$ cat config.mk
export PLATFORM = sky130hd
export DESIGN_NAME = dmem_bus_bridge_flat
export DESIGN_NICKNAME = d
export VERILOG_FILES = /design/src/rtl/dmem_bus_bridge_if.sv /design/src/rtl/dmem_bus_bridge.sv /design/src/flat_wrapper.sv
export SDC_FILE = /design/constraint.sdc
export NUM_CORES = 1
export LEC_CHECK = 0
export CAP_MARGIN = 20
export CORE_ASPECT_RATIO = 1.2
export CORE_MARGIN = 1
export CORE_UTILIZATION = 37
export DETAILED_ROUTE_END_ITERATION = 6
export HOLD_SLACK_MARGIN = 0.15
export PLACE_DENSITY = 0.84
export SYNTH_ARGS = -nofsm -noshare
export SYNTH_HDL_FRONTEND = slang
export SYNTH_SLANG_ARGS = --single-unit
$ cat constraint.sdc
create_clock -name clk_i -period 1.6 [get_ports clk_i]
set_clock_uncertainty 0.15 [all_clocks]
set_input_delay 0.16 -clock clk_i [delete_from_list [all_inputs] [get_ports clk_i]]
set_output_delay 0.16 -clock clk_i [all_outputs]
set_load 0.05 [all_outputs]
$ cat src/rtl/dmem_bus_bridge_if.sv
// Signal bundle between the memory stage, the dmem bus bridge and the data bus.
// The slave modport is the bridge's view; the master modport is its environment.
interface dmem_bus_bridge_if;
    logic        req_valid_i;
    logic        req_wen_i;
    logic [31:0] req_addr_i;
    logic [31:0] req_wdata_i;
    logic [3:0]  req_strb_i;

    logic        rsp_done_o;
    logic [31:0] rsp_rdata_o;
    logic        rsp_err_o;
    logic        busy_o;

    logic        bus_req_o;
    logic        bus_we_o;
    logic [31:0] bus_addr_o;
    logic [31:0] bus_wdata_o;
    logic [3:0]  bus_strb_o;

    logic        bus_gnt_i;
    logic        bus_rvalid_i;
    logic [31:0] bus_rdata_i;
    logic        bus_err_i;

    modport slave (
        input  req_valid_i, req_wen_i, req_addr_i, req_wdata_i, req_strb_i,
        input  bus_gnt_i, bus_rvalid_i, bus_rdata_i, bus_err_i,
        output rsp_done_o, rsp_rdata_o, rsp_err_o, busy_o,
        output bus_req_o, bus_we_o, bus_addr_o, bus_wdata_o, bus_strb_o
    );

    modport master (
        output req_valid_i, req_wen_i, req_addr_i, req_wdata_i, req_strb_i,
        output bus_gnt_i, bus_rvalid_i, bus_rdata_i, bus_err_i,
        input  rsp_done_o, rsp_rdata_o, rsp_err_o, busy_o,
        input  bus_req_o, bus_we_o, bus_addr_o, bus_wdata_o, bus_strb_o
    );
endinterface

$ cat src/rtl/dmem_bus_bridge.sv
// Bridges single-cycle memory-stage requests onto a req/gnt + rvalid data bus,
// with a saturating timeout that abandons stalled transactions.
module dmem_bus_bridge #(
    parameter int TIMEOUT_CYCLES = 255
) (
    input  logic               clk_i,
    input  logic               rst_i,
    dmem_bus_bridge_if.slave   port
);

    localparam logic [1:0] S_IDLE  = 2'd0;
    localparam logic [1:0] S_REQ   = 2'd1;
    localparam logic [1:0] S_RESP  = 2'd2;
    localparam logic [1:0] S_DRAIN = 2'd3;

    localparam logic [7:0] CNT_LAST = 8'(TIMEOUT_CYCLES - 1);

    logic [1:0]  state;
    logic [7:0]  cnt;
    logic        we_q;
    logic [31:0] addr_q;
    logic [31:0] wdata_q;
    logic [3:0]  strb_q;
    logic        done_q;
    logic        err_q;
    logic [31:0] rdata_q;
    logic        expired;

    assign expired = (cnt == CNT_LAST);

    always_ff @(posedge clk_i or negedge rst_i) begin
        if (!rst_i) begin
            state   <= S_IDLE;
            cnt     <= 8'd0;
            we_q    <= 1'b0;
            addr_q  <= 32'd0;
            wdata_q <= 32'd0;
            strb_q  <= 4'd0;
            done_q  <= 1'b0;
            err_q   <= 1'b0;
            rdata_q <= 32'd0;
        end else begin
            done_q <= 1'b0;
            err_q  <= 1'b0;
            // Counter keeps running after a late grant, so a grant in the last
            // REQ cycle leaves it past CNT_LAST and RESP cannot time out again.
            if ((state == S_REQ || state == S_RESP) && cnt != 8'hFF)
                cnt <= cnt + 8'd1;
            case (state)
                S_IDLE: begin
                    if (port.req_valid_i) begin
                        we_q    <= port.req_wen_i;
                        addr_q  <= port.req_addr_i;
                        wdata_q <= port.req_wdata_i;
                        strb_q  <= port.req_strb_i;
                        cnt     <= 8'd0;
                        state   <= S_REQ;
                    end
                end
                S_REQ: begin
                    if (port.bus_gnt_i) begin
                        state <= S_RESP;
                    end else if (expired) begin
                        done_q <= 1'b1;
                        err_q  <= 1'b1;
                        if (!we_q)
                            rdata_q <= 32'd0;
                        state  <= S_IDLE;
                    end
                end
                S_RESP: begin
                    if (port.bus_rvalid_i) begin
                        done_q <= 1'b1;
                        err_q  <= port.bus_err_i;
                        if (!we_q)
                            rdata_q <= port.bus_err_i ? 32'd0 : port.bus_rdata_i;
                        state  <= S_IDLE;
                    end else if (expired) begin
                        done_q <= 1'b1;
                        err_q  <= 1'b1;
                        if (!we_q)
                            rdata_q <= 32'd0;
                        state  <= S_DRAIN;
                    end
                end
                S_DRAIN: begin
                    // The abandoned response is swallowed silently.
                    if (port.bus_rvalid_i)
                        state <= S_IDLE;
                end
                default: state <= S_IDLE;
            endcase
        end
    end

    assign port.bus_req_o   = (state == S_REQ);
    assign port.bus_we_o    = we_q;
    assign port.bus_addr_o  = addr_q;
    assign port.bus_wdata_o = wdata_q;
    assign port.bus_strb_o  = strb_q;
    assign port.busy_o      = (state != S_IDLE);
    assign port.rsp_done_o  = done_q;
    assign port.rsp_err_o   = err_q;
    assign port.rsp_rdata_o = rdata_q;

endmodule

$ cat src/flat_wrapper.sv
// flat-port wrapper written by rule: the top's interface ports become plain ports
module dmem_bus_bridge_flat 
#(
    parameter int TIMEOUT_CYCLES = 255
)
  (clk_i, rst_i, port_req_valid_i, port_req_wen_i, port_req_addr_i, port_req_wdata_i, port_req_strb_i, port_bus_gnt_i, port_bus_rvalid_i, port_bus_rdata_i, port_bus_err_i, port_rsp_done_o, port_rsp_rdata_o, port_rsp_err_o, port_busy_o, port_bus_req_o, port_bus_we_o, port_bus_addr_o, port_bus_wdata_o, port_bus_strb_o);
  dmem_bus_bridge_if port_i ();
  input  logic clk_i;
  input  logic rst_i;
  input wire logic [$bits(port_i.req_valid_i)-1:0] port_req_valid_i;
  input wire logic [$bits(port_i.req_wen_i)-1:0] port_req_wen_i;
  input wire logic [$bits(port_i.req_addr_i)-1:0] port_req_addr_i;
  input wire logic [$bits(port_i.req_wdata_i)-1:0] port_req_wdata_i;
  input wire logic [$bits(port_i.req_strb_i)-1:0] port_req_strb_i;
  input wire logic [$bits(port_i.bus_gnt_i)-1:0] port_bus_gnt_i;
  input wire logic [$bits(port_i.bus_rvalid_i)-1:0] port_bus_rvalid_i;
  input wire logic [$bits(port_i.bus_rdata_i)-1:0] port_bus_rdata_i;
  input wire logic [$bits(port_i.bus_err_i)-1:0] port_bus_err_i;
  output wire logic [$bits(port_i.rsp_done_o)-1:0] port_rsp_done_o;
  output wire logic [$bits(port_i.rsp_rdata_o)-1:0] port_rsp_rdata_o;
  output wire logic [$bits(port_i.rsp_err_o)-1:0] port_rsp_err_o;
  output wire logic [$bits(port_i.busy_o)-1:0] port_busy_o;
  output wire logic [$bits(port_i.bus_req_o)-1:0] port_bus_req_o;
  output wire logic [$bits(port_i.bus_we_o)-1:0] port_bus_we_o;
  output wire logic [$bits(port_i.bus_addr_o)-1:0] port_bus_addr_o;
  output wire logic [$bits(port_i.bus_wdata_o)-1:0] port_bus_wdata_o;
  output wire logic [$bits(port_i.bus_strb_o)-1:0] port_bus_strb_o;
  assign port_i.req_valid_i = port_req_valid_i;
  assign port_i.req_wen_i = port_req_wen_i;
  assign port_i.req_addr_i = port_req_addr_i;
  assign port_i.req_wdata_i = port_req_wdata_i;
  assign port_i.req_strb_i = port_req_strb_i;
  assign port_i.bus_gnt_i = port_bus_gnt_i;
  assign port_i.bus_rvalid_i = port_bus_rvalid_i;
  assign port_i.bus_rdata_i = port_bus_rdata_i;
  assign port_i.bus_err_i = port_bus_err_i;
  assign port_rsp_done_o = port_i.rsp_done_o;
  assign port_rsp_rdata_o = port_i.rsp_rdata_o;
  assign port_rsp_err_o = port_i.rsp_err_o;
  assign port_busy_o = port_i.busy_o;
  assign port_bus_req_o = port_i.bus_req_o;
  assign port_bus_we_o = port_i.bus_we_o;
  assign port_bus_addr_o = port_i.bus_addr_o;
  assign port_bus_wdata_o = port_i.bus_wdata_o;
  assign port_bus_strb_o = port_i.bus_strb_o;
  dmem_bus_bridge #(.TIMEOUT_CYCLES(TIMEOUT_CYCLES)) u_core (.clk_i(clk_i), .rst_i(rst_i), .port(port_i));
endmodule
Figure 1. Placement by cell class (run 1).
Scale: 2 px per µm.
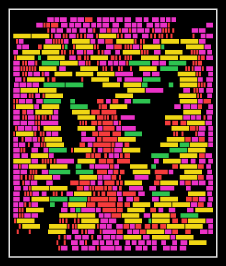
class	colour	cells
flip-flops	yellow	113
other buffers and delay cells	magenta	312
clock drivers and dummy loads	green	32
all other logic	red	311

Figure 2. Signal wires by layer (run 1).
Scale: 3 px per µm. Only two layers are drawn.
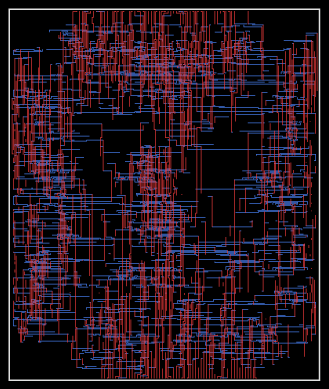
layer	colour	wire length
met1	blue	5,950 µm
met2	red	7,750 µm
wire length per cell: 16.2 µm
GRT Total Usage: 0.222

==> results.txt, run 1 <==
Outcome: finished, violations left
Failing checks: setup timing
Routability congestion estimate: 0.817
Slew headroom: 0.700
Count of library flops with an enable pin: 0
Vias: 4,422
Grt total ovfl: 0
Clk buf depth: 2
Sequential cell area: 2830 µm²
Buffers and inverters on the worst path: 3
Crit path from: u_core.state[1]$_DFFE_PN0P_
Port Buffer Count: 211
Min-delay src: port_req_wdata_i[6]
Yosys top cell by area: dfrtp_1
Unique cell types: 33
Most frequent logic cell in the layout: nand2_1
Critical-path maximum fanout: 32
CP startpoint kind: register
Fmax: 575 MHz
Ant diodes: 0
Setup crit end: u_core.port.rsp_rdata_o[9]$_DFFE_PN0P_
Ys Warns: 0
Final setup fails: 39
DP Cell Count: 815
Layout area overhead: 86.7%
# rows: 43
CP max stage cell: dfrtp_1
CP Data Arrival Time: 1.92 ns
Levels on crit path: 8
TNS Setup: -4.59 ns
Yosys xor share: 0.00581
TritonCTS Buffers: 17
Hold Crit Class: in -> reg
Met3 WL: 853 µm
Initial DRC Count: 134
Ys cells: 443
Clock latency on the worst-skew pair: 0.40 ns
Final setup margin: -0.140 ns
Initial antenna violation count: 0
Worst vdd ir: 1270 µV
Die width: 103 µm
Register area share after synthesis: 0.625
Log Warnings: 34
Clock transition at the registers of the reported paths: 0.05 ns
Avg Cell Area, Syn: 10.2 µm²
Crit-path cells: inv_2, buf_6, ha_4, nand2_4, nand3b_4, nor3b_4, buf_12, a22o_1
Cts repair resizes: 9
Number of global-route vias before repair: 4,475
Cell count after synthesis: 443
Design Power: 18,100 µW
Worst EP required: 1.78 ns
Yosys reg bits: 113
Hold path depth: 3
FP Core Util: 0.386
Largest net degree at the start of global routing: 48
Top sig layer: met4
Combinational Area: 1790 µm²
Figure 3. Cell outlines without signal wires (run 1).
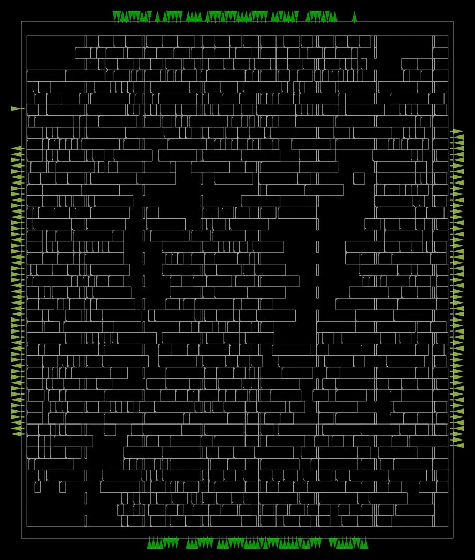
Fill cells: 780
final cell utilization of the core: 0.720
non-filler cells, final: 925
flop count: 113
tap cells: 157

-- run 1: Yosys cell counts, drive strengths merged (2+ instances only) --
master,n
mux2i,2
xnor2,3
a21boi,2
buf,10
a22o,32
clkbuf,12
a21oi,4
dfrtp,113
inv,5
nor2,9
nand3,4
and2,2
nor3,2
nand2,215
nand4,2
nor2b,2
o21ai,3
ha,7
a211oi,2
nand2b,2
-- run 1: layout make-up --
cell class              instances  area share
repair buffers                312       0.356
flip-flops and latches        113       0.335
multi-input cells             306       0.212
clock buffers                  18      0.0520
well taps                     157      0.0233
clock inverters                14      0.0196
inverters                       5     0.00267
-- run 1: power breakdown --
group / internal, µW / switching (µW) / leakage [µW]
clock: 2480 / 1310 / 0.000284
combinational: 3560 / 6180 / 0.00248
sequential: 3940 / 675 / 0.00145
-- run 1: worst register-to-register path, cell delays in order (launching register included) --
cell and delay, ns:
dfrtp_1 0.38, inv_2 0.07, buf_6 0.12, ha_4 0.17
nand2_4 0.06, nand3b_4 0.11, nor3b_4 0.22, buf_12 0.21
a22o_1 0.17
-- run 1: stage by stage --
step	util	setup WS, ns
finish	0.720	-0.140
global route	0.720	-0.188
CTS	0.691	-0.135
detailed placement	0.582	-0.296
global placement	0.582	-0.200
floorplan	-	-0.188
-- run 1: state kept, by name, indices dropped and copies added, names as in the netlist --
register	flops
u_core.port.rsp_rdata_o	32
u_core.port.bus_addr_o	32
u_core.port.rsp_err_o	1
u_core.port.bus_we_o	1
u_core.port.bus_wdata_o	32
u_core.cnt	8
u_core.port.rsp_done_o	1
u_core.state	2
u_core.port.bus_strb_o	4
-- run 1: per-layer routing --
metal  up-vias  GRT usage
met2       162      0.391
li1       2071          -
met1      2154      0.241
met3        35     0.0690
met4         0      0.104
met5         -          0
==> run 2: changes to the inputs <==
--- a/config.mk
+++ b/config.mk
@@ -10,6 +10,7 @@
 export CORE_MARGIN = 1
 export CORE_UTILIZATION = 37
 export DETAILED_ROUTE_END_ITERATION = 6
+export GPL_ROUTABILITY_DRIVEN = 0
 export HOLD_SLACK_MARGIN = 0.15
 export PLACE_DENSITY = 0.84
 export SYNTH_ARGS = -nofsm -noshare
Figure 4. Placement by cell class (run 2).
Scale: 2 px per µm.
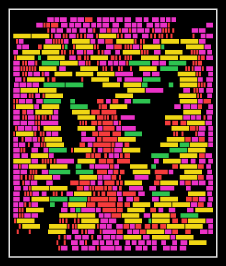
class	colour	cells
all other logic	red	311
clock drivers and dummy loads	green	32
other buffers and delay cells	magenta	312
flip-flops	yellow	113

Figure 5. Sequential cells coloured by netlist name (run 2).
Scale: 4 px per µm. Other sequential cells in the stronger grey, the rest of the logic in the fainter grey.
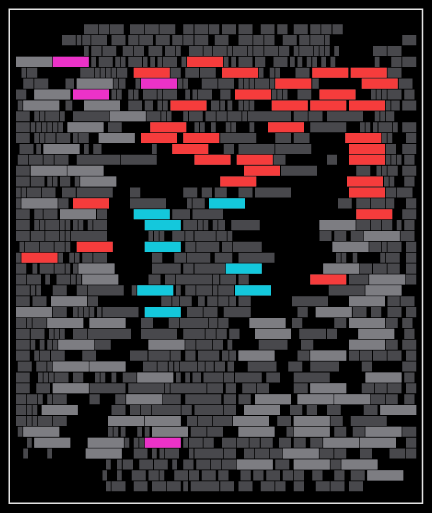
signal	colour	placed flops
`u_core.port.bus_strb_o`	magenta	4
`u_core.cnt`	cyan	8
`u_core.port.bus_addr_o`	red	32
not coloured	69
sequential cell power: 4620 µW
sequential cell area: 2830 µm²
fraction of area in registers: 0.335

==> run 2 against run 1 <==
  * The run still ends with setup timing left
  * Non-clock buffer count did not move
  * Worst hold slack did not move
  * Cell count did not move
  * Sequential share of layout area did not move
  * Die area did not move
  * First-iteration DRC count did not move
  * Utilization did not move
  * Via count did not move
  * Clock power barely moved
  * Global-route usage did not move
  * Sequential power barely moved
==> results.txt, run 2 <==
Final-report hold violation count: 0
Comb/total area: 0.212
Top cells by count: 215 x nand2_1, 113 x dfrtp_1, 32 x a22o_1
Met3 WL: 853 µm
Worst vdd ir: 1270 µV
Hold path depth: 3
CP max stage cell: dfrtp_1
GRT Total Usage: 0.222
Outcome: finished, violations left
Clk buf depth: 2
Clock buffer count: 18
Crit-path cells: inv_2, buf_6, ha_4, nand2_4, nand3b_4, nor3b_4, buf_12, a22o_1
Min-delay src: port_req_wdata_i[6]
Worst EP required: 1.78 ns
Grt total ovfl: 0
Log Warnings: 34
Cell count after synthesis: 443
Clock latency on the worst-skew pair: 0.40 ns
Vias: 4,422
Slew headroom: 0.700
Ys Warns: 0
Initial antenna violation count: 0
Buffers and inverters on the worst path: 3
Final setup fails: 39
Critical-path maximum fanout: 32
Hold Crit Class: in -> reg
Wire length per cell: 16.2 µm
Drt pass-1 iters: 4
Worst-Margin Slew: 0.449 ns
TritonCTS Buffers: 17
Clock-cell share of area: 0.0715
Chip Area: 12,700 µm²
Adder Area Share: 0.0194
Most frequent logic cell in the layout: nand2_1
Count of library flops with an enable pin: 0
Avg Cell Area, Syn: 10.2 µm²
Ant diodes: 0
Non-clock buffer share: 0.356
Flop count: 113
Critical path type: reg -> reg
# rows: 43
Yosys xor share: 0.00581
Die width: 103 µm
Unique cell types: 33
Largest net degree at the start of global routing: 48
Number of global-route vias before repair: 4,475
Ys cells: 443
Register area share after synthesis: 0.625
Initial DRC Count: 134
DP Cell Count: 815
Fmax: 575 MHz
Final setup margin: -0.140 ns
Clock transition at the registers of the reported paths: 0.05 ns
Port Buffer Count: 211
Layout area overhead: 86.7%
FP Core Util: 0.386
Fill cells: 780
Signal buffers: 312
Yosys top cell by area: dfrtp_1
RSZ-0062 raised after global routing: true
Comb_multi_in: 306
Yosys stat area: 4520 µm²
Most common cell in the synthesized netlist: nand2_1
Failing checks: setup timing
Dominant class by area: non-clock buffers
Non-clk invs: 5
Yosys reg bits: 113
CP startpoint kind: register
Combinational Area: 1790 µm²
Non-filler cells, final: 925
Tap cells: 157
[run 2: report_power, final]
part | internal, µW | switching, µW | total, µW
sequential | 3940 | 675 | 4620
combinational | 3560 | 6180 | 9740
clock | 2480 | 1310 | 3790
total | 9980 | 8170 | 18100
[run 2: routing by layer]
layer / track usage / vias up
li1: - / 2071
met1: 0.241 / 2154
met2: 0.391 / 162
met3: 0.0690 / 35
met4: 0.104 / 0
met5: 0 / -
[run 2: through the flow]
stage               power (µW)  setup TNS [ns]   util  worst slack [ns]
floorplan                10200           -1.90      -            -0.188
global placement         13100           -6.61  0.582            -0.200
detailed placement       13300           -9.66  0.582            -0.296
CTS                      17500           -4.29  0.691            -0.135
global route             19000           -6.69  0.720            -0.188
finish                   18100           -4.59  0.720            -0.140
[run 2: worst max-delay path by stage]
| stage | slack (ns) | to | start |
|---|---|---|---|
| floorplan | -0.19 | u_core.state[1]$_DFFE_PN0P_ | u_core.state[1]$_DFFE_PN0P_ |
| global route | -0.19 | u_core.port.rsp_rdata_o[19]$_DFFE_PN0P_ | u_core.state[1]$_DFFE_PN0P_ |
| global placement | -0.20 | u_core.port.rsp_rdata_o[4]$_DFFE_PN0P_ | port_bus_rvalid_i |
| finish | -0.14 | u_core.port.rsp_rdata_o[9]$_DFFE_PN0P_ | u_core.state[1]$_DFFE_PN0P_ |
| detailed placement | -0.30 | u_core.port.rsp_rdata_o[26]$_DFFE_PN0P_ | port_bus_rvalid_i |
| CTS | -0.13 | port_busy_o | u_core.state[1]$_DFFE_PN0P_ |
[run 2: repair_timing]
item	in CTS	in global routing
endpoints found under the setup margin	39	129
setup buffers	5	2
cloned	1	11
pin swaps	4	18
hold endpoints to repair	170	0
gates resized	9	41
hold buffers	59	0
==> run 3: changes to the inputs <==
--- a/config.mk
+++ b/config.mk
@@ -5,6 +5,7 @@
 export SDC_FILE = /design/constraint.sdc
 export NUM_CORES = 1
 export LEC_CHECK = 0
+export ABC_AREA = 0
 export CAP_MARGIN = 20
 export CORE_ASPECT_RATIO = 1.2
 export CORE_MARGIN = 1
Figure 6. Cell outlines without signal wires (run 3).
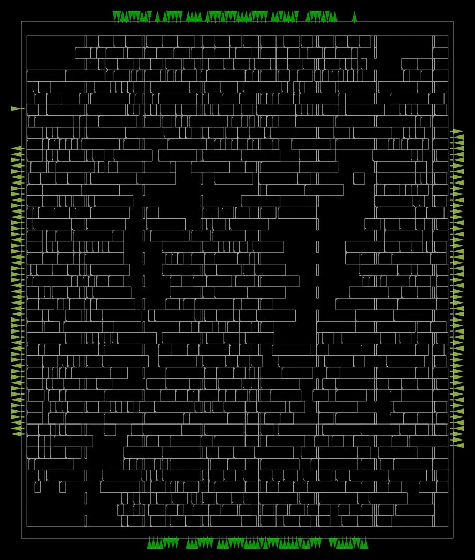
# rows: 43
Core Footprint: 11,700 µm²

Figure 7. Placement by cell class (run 3).
Scale: 2 px per µm.
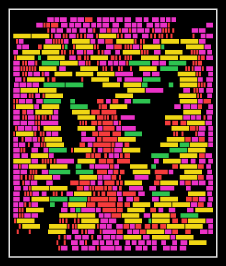
class	colour	cells
clock drivers and dummy loads	green	32
flip-flops	yellow	113
all other logic	red	311
other buffers and delay cells	magenta	312
fin area: 8450 µm²

==> run 3 against run 2 <==
  * The flow still finishes with violations (setup timing)
  * Total power did not move
  * Largest cell class unchanged
  * Critical path type unchanged
  * Synthesized cell count is the same
  * Largest power group unchanged
  * First-iteration DRC count unchanged
  * Critical endpoint unchanged
  * Worst hold slack stayed put
==> results.txt, run 3 <==
Max-area cell share: 0.625
FP Core Util: 0.386
TritonCTS Buffers: 17
Port Buffer Count: 211
Yosys stat area: 4520 µm²
Post-CTS Hold Fix Bufs: 59
Ant diodes: 0
Vias: 4,422
Layout area overhead: 86.7%
CP startpoint kind: register
Met1 Use GR: 0.241
GRT Total Usage: 0.222
Chip Area: 12,700 µm²
Final-report hold violation count: 0
Clk buf depth: 2
Outcome: finished, violations left
Drt pass-1 iters: 4
Post-place setup slack: -0.296 ns
Worst-Margin Slew: 0.449 ns
Grt total ovfl: 0
CP Data Arrival Time: 1.92 ns
Worst EP required: 1.78 ns
Worst vdd ir: 1270 µV
Largest net degree at the start of global routing: 48
DP Cell Count: 815
Number of global-route vias before repair: 4,475
Top sig layer: met4
Failing checks: setup timing
DRC errors left: 0
Yosys top cell by area: dfrtp_1
Ys cells: 443
Routing usage on met2: 0.391
Design Power: 18,100 µW
Reg2Reg Setup Slack: -0.14 ns
Hold Crit Class: in -> reg
Most Crowded Layer GR: met2
Power density over cell area: 2150 nW/µm²
Min-delay src: port_req_wdata_i[6]
Setup Fix Bufs, Post-CTS: 5
Fraction of final layout cells sized beyond drive strength 1: 0.299
Final setup fails: 39
Ys Warns: 0
Top cells by count: 215 x nand2_1, 113 x dfrtp_1, 32 x a22o_1
Register area share after synthesis: 0.625
Worst r2r src: u_core.state[1]$_DFFE_PN0P_
Final setup margin: -0.140 ns
Hold path depth: 3
Clock latency on the worst-skew pair: 0.40 ns
Met3 WL: 853 µm
Yosys reg bits: 113
Non-filler cells, final: 925
Initial DRC Count: 134
Most common cell in the synthesized netlist: nand2_1
Final cell utilization of the core: 0.720
Die width: 103 µm
Wire length per cell: 16.2 µm
Met3 global-route usage: 0.0690
Fmax: 575 MHz
Unique cell types: 33
Final nets: 869
Most frequent logic cell in the layout: nand2_1
Cts repair resizes: 9
Netlist Area Pre-Place: 4520 µm²
RSZ-0062 raised after global routing: true
Fill cells: 780
Clock root buffer: clkbuf_16
Cell count after synthesis: 443
Critical-path maximum fanout: 32
Critical path type: reg -> reg
TNS Setup: -4.59 ns
Log Warnings: 34
Cell area leaders: dfrtp_1 63%, nand2_1 18%, a22o_1 6.2%
Clock transition at the registers of the reported paths: 0.05 ns
Count of library flops with an enable pin: 0
Avg Cell Area, Syn: 10.2 µm²
Initial antenna violation count: 0
Slew headroom: 0.700
[run 3: report_power, final]
part / switching [µW] / internal, µW
Sequential: 675 / 3940
Clock: 1310 / 2480
Combinational: 6180 / 3560
[run 3: final cells by class]
cell class	instances	area [µm²]	share of cell area
inverter	5	22.5	0.00267
clock buffer	18	439	0.0520
clock inverter	14	165	0.0196
sequential	113	2830	0.335
timing repair buffer	312	3000	0.356
multi-input combinational	306	1790	0.212
tap	157	196	0.0233
[run 3: critical path, stage by stage (launching register included)]
cell      delay, ns
dfrtp_1        0.38
inv_2          0.07
buf_6          0.12
ha_4           0.17
nand2_4        0.06
nand3b_4       0.11
nor3b_4        0.22
buf_12         0.21
a22o_1         0.16
[run 3: how the worst max path moves through the flow]
stage                                startpoint                                       to  slack, ns  cells past startpoint
floorplan           u_core.state[1]$_DFFE_PN0P_              u_core.state[1]$_DFFE_PN0P_      -0.19                      5
global placement              port_bus_rvalid_i   u_core.port.rsp_rdata_o[4]$_DFFE_PN0P_      -0.20                      4
detailed placement            port_bus_rvalid_i  u_core.port.rsp_rdata_o[26]$_DFFE_PN0P_      -0.30                      4
CTS                 u_core.state[1]$_DFFE_PN0P_                              port_busy_o      -0.13                      5
global route        u_core.state[1]$_DFFE_PN0P_  u_core.port.rsp_rdata_o[19]$_DFFE_PN0P_      -0.19                      8
finish              u_core.state[1]$_DFFE_PN0P_   u_core.port.rsp_rdata_o[9]$_DFFE_PN0P_      -0.14                      8
[run 3: cells by family after synthesis]
kind of cell | after synthesis | synth area share
fa+ha+maj | 7 | 0.0194
buf+inv | 27 | 0.0335
mux | 3 | 0.00774
flops | 113 | 0.625
compound gates | 48 | 0.0907
simple gates | 242 | 0.218
xor+xnor | 3 | 0.00581
No activity file was given, so power comes from the tool's default toggle rates.
